<file path="src/rtl/gb_audio_mixer_if.sv">
// Channel-level inputs and mixed/sampled/PDM outputs of the APU audio mixer.
// The master side is the channel source; the slave side is the mixer.
interface gb_audio_mixer_if;
  logic       apu_enable;
  logic [3:0] level1, level2, level3, level4;
  logic       enable1, enable2, enable3, enable4;
  logic [7:0] panning;
  logic [7:0] master_volume;
  logic [8:0] mix_left, mix_right;
  logic [8:0] sample_left, sample_right;
  logic       sample_valid;
  logic       pdm_left, pdm_right;

  modport master (
    output apu_enable, level1, level2, level3, level4,
           enable1, enable2, enable3, enable4, panning, master_volume,
    input  mix_left, mix_right, sample_left, sample_right, sample_valid,
           pdm_left, pdm_right
  );

  modport slave (
    input  apu_enable, level1, level2, level3, level4,
           enable1, enable2, enable3, enable4, panning, master_volume,
    output mix_left, mix_right, sample_left, sample_right, sample_valid,
           pdm_left, pdm_right
  );
endinterface

</file>
<file path="src/rtl/gb_audio_mixer.sv">
// Game Boy audio mixer: NR51 panning, NR50 volume, 2-stage mix pipeline,
// decimated sample strobe and first-order sigma-delta PDM per output side.
module gb_mix_side (
  input  logic            clk,
  input  logic            reset,
  input  logic            apu_en,
  input  logic [3:0][3:0] eff,
  input  logic [3:0]      pan,
  input  logic [2:0]      vol,
  output logic [8:0]      mix,
  output logic            pdm
);
  logic [5:0] sum_d, sum_q;
  logic [2:0] vol_d, vol_q;
  logic [8:0] mix_d, mix_q;
  logic [9:0] acc_d, acc_q;

  always_comb begin
    sum_d = '0;
    for (int i = 0; i < 4; i++)
      if (pan[i]) sum_d = sum_d + {2'b00, eff[i]};
    // volume travels with the sum so both reach the multiplier from the same input edge
    vol_d = vol;
    mix_d = {3'b000, sum_q}
          + (vol_q[0] ? {3'b000, sum_q}       : 9'd0)
          + (vol_q[1] ? {2'b00, sum_q, 1'b0}  : 9'd0)
          + (vol_q[2] ? {1'b0, sum_q, 2'b00}  : 9'd0);
    acc_d = {1'b0, acc_q[8:0]} + {1'b0, mix_q};
    if (!apu_en) begin
      sum_d = '0;
      vol_d = '0;
      mix_d = '0;
      acc_d = '0;
    end
  end

  always_ff @(posedge clk) begin
    if (!reset) begin
      sum_q <= '0;
      vol_q <= '0;
      mix_q <= '0;
      acc_q <= '0;
    end else begin
      sum_q <= sum_d;
      vol_q <= vol_d;
      mix_q <= mix_d;
      acc_q <= acc_d;
    end
  end

  assign mix = mix_q;
  // carry out of the 9-bit residue, already a register bit
  assign pdm = acc_q[9];
endmodule

module gb_audio_mixer #(
  parameter int unsigned SAMPLE_DIV = 64
) (
  input logic             clk,
  input logic             reset,
  gb_audio_mixer_if.slave bus
);
  localparam int SIDES = 2;
  localparam logic [15:0] CNT_MAX = 16'(SAMPLE_DIV - 1);

  logic [3:0][3:0]       eff;
  logic [SIDES-1:0][3:0] pan;
  logic [SIDES-1:0][2:0] vol;
  logic [SIDES-1:0][8:0] mix;
  logic [SIDES-1:0]      pdm;
  logic                  unused_vin;

  assign eff[0] = bus.enable1 ? bus.level1 : 4'd0;
  assign eff[1] = bus.enable2 ? bus.level2 : 4'd0;
  assign eff[2] = bus.enable3 ? bus.level3 : 4'd0;
  assign eff[3] = bus.enable4 ? bus.level4 : 4'd0;
  // side 0 = left, side 1 = right
  assign pan[0] = bus.panning[7:4];
  assign pan[1] = bus.panning[3:0];
  assign vol[0] = bus.master_volume[6:4];
  assign vol[1] = bus.master_volume[2:0];
  assign unused_vin = bus.master_volume[7] ^ bus.master_volume[3];

  generate
    for (genvar s = 0; s < SIDES; s++) begin : g_side
      gb_mix_side u_side (
        .clk    (clk),
        .reset  (reset),
        .apu_en (bus.apu_enable),
        .eff    (eff),
        .pan    (pan[s]),
        .vol    (vol[s]),
        .mix    (mix[s]),
        .pdm    (pdm[s])
      );
    end
  endgenerate

  logic [15:0]           cnt_d, cnt_q;
  logic [SIDES-1:0][8:0] smp_d, smp_q;
  logic                  valid_d, valid_q;

  always_comb begin
    cnt_d   = cnt_q + 16'd1;
    smp_d   = smp_q;
    valid_d = 1'b0;
    if (!bus.apu_enable) begin
      cnt_d = '0;
      smp_d = '0;
    end else if (cnt_q == CNT_MAX) begin
      cnt_d   = '0;
      smp_d   = mix;
      valid_d = 1'b1;
    end
  end

  always_ff @(posedge clk) begin
    if (!reset) begin
      cnt_q   <= '0;
      smp_q   <= '0;
      valid_q <= 1'b0;
    end else begin
      cnt_q   <= cnt_d;
      smp_q   <= smp_d;
      valid_q <= valid_d;
    end
  end

  assign bus.mix_left     = mix[0];
  assign bus.mix_right    = mix[1];
  assign bus.pdm_left     = pdm[0];
  assign bus.pdm_right    = pdm[1];
  assign bus.sample_left  = smp_q[0];
  assign bus.sample_right = smp_q[1];
  assign bus.sample_valid = valid_q;
endmodule

</file>
<file path="src/flat_wrapper.sv">
// flat-port wrapper written by rule: the top's interface ports become plain ports
module gb_audio_mixer_flat 
#(
  parameter int unsigned SAMPLE_DIV = 64
)
  (clk, reset, bus_apu_enable, bus_level1, bus_level2, bus_level3, bus_level4, bus_enable1, bus_enable2, bus_enable3, bus_enable4, bus_panning, bus_master_volume, bus_mix_left, bus_mix_right, bus_sample_left, bus_sample_right, bus_sample_valid, bus_pdm_left, bus_pdm_right);
  gb_audio_mixer_if bus_i ();
  input logic clk;
  input logic reset;
  input wire logic [$bits(bus_i.apu_enable)-1:0] bus_apu_enable;
  input wire logic [$bits(bus_i.level1)-1:0] bus_level1;
  input wire logic [$bits(bus_i.level2)-1:0] bus_level2;
  input wire logic [$bits(bus_i.level3)-1:0] bus_level3;
  input wire logic [$bits(bus_i.level4)-1:0] bus_level4;
  input wire logic [$bits(bus_i.enable1)-1:0] bus_enable1;
  input wire logic [$bits(bus_i.enable2)-1:0] bus_enable2;
  input wire logic [$bits(bus_i.enable3)-1:0] bus_enable3;
  input wire logic [$bits(bus_i.enable4)-1:0] bus_enable4;
  input wire logic [$bits(bus_i.panning)-1:0] bus_panning;
  input wire logic [$bits(bus_i.master_volume)-1:0] bus_master_volume;
  output wire logic [$bits(bus_i.mix_left)-1:0] bus_mix_left;
  output wire logic [$bits(bus_i.mix_right)-1:0] bus_mix_right;
  output wire logic [$bits(bus_i.sample_left)-1:0] bus_sample_left;
  output wire logic [$bits(bus_i.sample_right)-1:0] bus_sample_right;
  output wire logic [$bits(bus_i.sample_valid)-1:0] bus_sample_valid;
  output wire logic [$bits(bus_i.pdm_left)-1:0] bus_pdm_left;
  output wire logic [$bits(bus_i.pdm_right)-1:0] bus_pdm_right;
  assign bus_i.apu_enable = bus_apu_enable;
  assign bus_i.level1 = bus_level1;
  assign bus_i.level2 = bus_level2;
  assign bus_i.level3 = bus_level3;
  assign bus_i.level4 = bus_level4;
  assign bus_i.enable1 = bus_enable1;
  assign bus_i.enable2 = bus_enable2;
  assign bus_i.enable3 = bus_enable3;
  assign bus_i.enable4 = bus_enable4;
  assign bus_i.panning = bus_panning;
  assign bus_i.master_volume = bus_master_volume;
  assign bus_mix_left = bus_i.mix_left;
  assign bus_mix_right = bus_i.mix_right;
  assign bus_sample_left = bus_i.sample_left;
  assign bus_sample_right = bus_i.sample_right;
  assign bus_sample_valid = bus_i.sample_valid;
  assign bus_pdm_left = bus_i.pdm_left;
  assign bus_pdm_right = bus_i.pdm_right;
  gb_audio_mixer #(.SAMPLE_DIV(SAMPLE_DIV)) u_core (.clk(clk), .reset(reset), .bus(bus_i));
endmodule
</file>
<file path="config.mk">
export PLATFORM = sky130hd
export DESIGN_NAME = gb_audio_mixer_flat
export DESIGN_NICKNAME = d
export VERILOG_FILES = /design/src/rtl/gb_audio_mixer_if.sv /design/src/rtl/gb_audio_mixer.sv /design/src/flat_wrapper.sv
export SDC_FILE = /design/constraint.sdc
export NUM_CORES = 1
export LEC_CHECK = 0
export CAP_MARGIN = 20
export CORE_MARGIN = 4
export CORE_UTILIZATION = 25
export CTS_BUF_LIST = sky130_fd_sc_hd__clkbuf_4 sky130_fd_sc_hd__clkbuf_8 sky130_fd_sc_hd__clkbuf_16
export DETAILED_ROUTE_END_ITERATION = 6
export GPL_TIMING_DRIVEN = 1
export PLACE_DENSITY = 0.46
export SYNTH_ARGS = -nofsm -noshare
export SYNTH_HDL_FRONTEND = slang
export SYNTH_SLANG_ARGS = --single-unit
</file>
<file path="constraint.sdc">
create_clock -name clk -period 5.72 [get_ports clk]
set_input_delay 0.858 -clock clk [delete_from_list [all_inputs] [get_ports clk]]
set_output_delay 0.858 -clock clk [all_outputs]
set_load 0.05 [all_outputs]
</file>
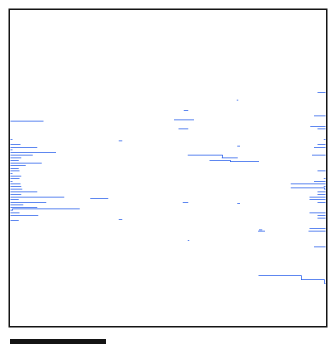
Figure 1: the metal 3 layer.
Bar = 50 um.
longest straight run: 34.7 um
main direction: horizontal
share of all routed wire: 4.2%
Routed WL: 13,500 um
Vias: 4,687
met3 Use GR: 0.0181

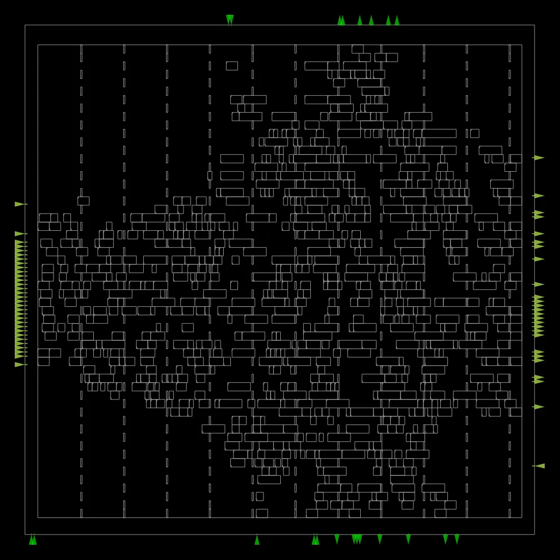
Figure 2: placement view.
Seq/total area: 0.244
Core Box Area: 0.0238 mm2
tap cells: 319
Post-Layout Cell Count: 1,064

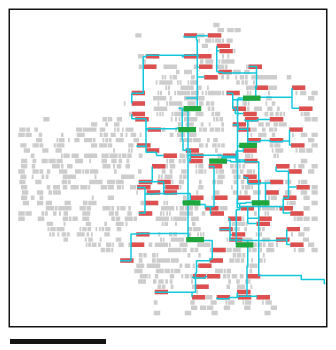
Figure 3: clock distribution.
Bar = 50 um.
[flip-flops] red | count: 91
[clock wires] cyan | length: 1,250 um
[clock drivers] green | count: 9
routed clock nets: 10
Clock Skew: 0.00410 ns
clock group total power: 630 uW

==> Slide: Implementation Results <==
Key Metrics from the Run

Route
  – Starting DRT DRC Count: 162
  – Via density: 4.41
  – DRC viols: 0

Final timing
  – Min Tclk post-route: 4.77 ns
  – RSZ-0062 raised after global routing: false
  – Setup TNS: 0 ns
  – Slew Limit Fails: 0
  – Worst-Margin Slew: 0.942 ns

Place
  – Input/output buffers: 75
  – GPL Wtd Cong: 0.766

Min path
  – HP Class: reg2reg
  – Hold_sp: u_core.cnt_q[0]
  – Worst hold path depth: 1

Yosys
  – Seq share, synth: 0.299
  – Mean Syn Cell Area: 9.06 um2
  – Yosys top cell by area: dfxtp_1
  – Ys flop type: dfxtp_1
  – Post-Synthesis Cells: 673
  – Top cells by count: 91 x dfxtp_1, 66 x nor2_1, 63 x ha_1, 54 x inv_1, 46 x nand2_1
  – Synth Register Bits: 91
  – Synth warnings: 0
  – Yosys chip area: 0.00610 mm2

CTS
  – Setup bufs post-CTS: 0
  – Post-cts resize count: 0
  – Latency at later pin: 0.33 ns
  – CTS tree: built
  – Reg clk slew, reported paths: 0.06 ns

Finish
  – Top cell excl fill/tap: dfxtp_1
  – Area grow syn2layout: 22.3%
  – # diodes: 0
  – Nets: 871
  – Buffer share of cell area: 0.104
  – Non-CTS inverters: 54

Flow run
  – Max Cap Violations: 0

Setup path
  – Setup CP Type: in2reg
  – R2R Path Start: u_core.g_side[1].u_side.vol_q[0]
  – Crit. End Element: register
  – Critical-path top delay cell: clkdlybuf4s50_1
  – Crit path launch: bus_enable2
  – Crit path to: u_core.g_side[1].u_side.sum_q[5]
  – Reg2reg path depth: 12

GRT
  – Largest net degree at the start of global routing: 44
  – Gr ovfl total: 0
  – Initial antenna violation count: 1

Power
  – Leakage Power: 0.00318 uW
  – Peak supply drop: 116 uV

Status
  – Outcome: completed

Floorplanning
  – Die span in x: 164 um
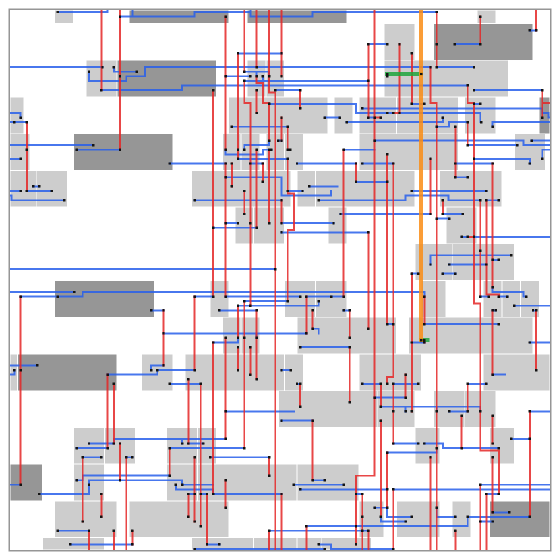
Figure 4: close-up of the layout.
Region (62, 29) to (102, 69) um. Cells in gray, sequential cells in the stronger gray; small squares are vias.
| layer | color |
|---|---|
| metal 3 | green |
| metal 4 | orange |
| metal 1 | blue |
| metal 2 | red |
sequential cells in the window: 6
most frequent: and2_1 (11), inv_1 (10), fa_1 (10)
netlist names of flops here include: u_core.g_side.u_side.sum_q (3)
cells with their middle in the window: 70

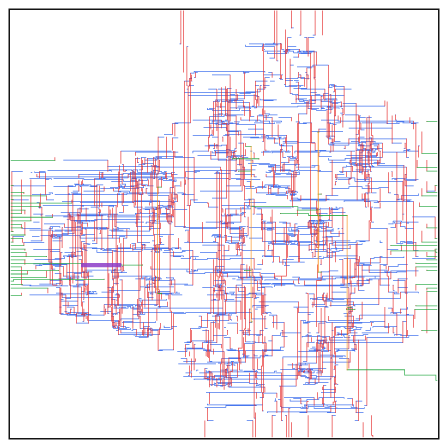
Figure 5: metal layers overlaid.
| layer | color | wire length |
|---|---|---|
| metal 1 | blue | 6,790 um |
| metal 2 | red | 5,880 um |
| metal 5 | purple | 13.8 um |
| metal 4 | orange | 222 um |
| metal 3 | green | 568 um |
All-Layer GR Usage: 0.103
wire per inst: 12.7 um

[registers in the layout (all words and copies together) (netlist names)]
signal                      count
u_core.g_side.u_side.sum_q     12
u_core.g_side.u_side.acc_q     20
u_core.bus.sample_right         9
u_core.cnt_q                   16
u_core.g_side.u_side.mix       18
u_core.bus.sample_valid         1
u_core.g_side.u_side.vol_q      6
u_core.bus.sample_left          9
[power by group]
part,switching (uW),leakage [uW],internal (uW),total [uW]
sequential,12.5,0.000735,644,657
clock,239,0.000154,391,630
combinational,113,0.00229,92.6,206
total,365,0.00318,1130,1490
[stage by stage]
| stage | power (uW) | instance area [um2] | setup WS (ns) | hold slack (ns) | std cells |
|---|---|---|---|---|---|
| 4_1_cts | 1520 | 7460 | 0.949 | 0.483 | 1064 |
| 3_5_place_dp | 880 | 7140 | 0.576 | 0.468 | 1049 |
| 3_3_place_gp | 878 | 7140 | 0.615 | 0.460 | 1049 |
| 2_1_floorplan | 809 | 6100 | 1.69 | 0.437 | 673 |
| 5_1_grt | 1570 | 7460 | 0.496 | 0.515 | 1064 |
| 6_report | 1490 | 7460 | 0.950 | 0.478 | 1064 |
[worst max-delay path: cells and delay by family]
family	cells	cell delay [ns]
AND-OR/OR-AND	7	1.18
XOR/XNOR	1	0.13
adder cells (fa/ha/maj)	4	1.32
buffers and inverters	2	0.60
AND/OR/NAND/NOR	6	0.85
[routing by layer]
metal | part of all wire | track usage | vias to the layer above
met5 | 0.00096 | 0 | -
met4 | 0.016 | 0.0362 | 2
met3 | 0.042 | 0.0181 | 15
met2 | 0.44 | 0.164 | 73
met1 | 0.50 | 0.141 | 2151
li1 | - | - | 2446
Power and IR drop assume default switching activity.
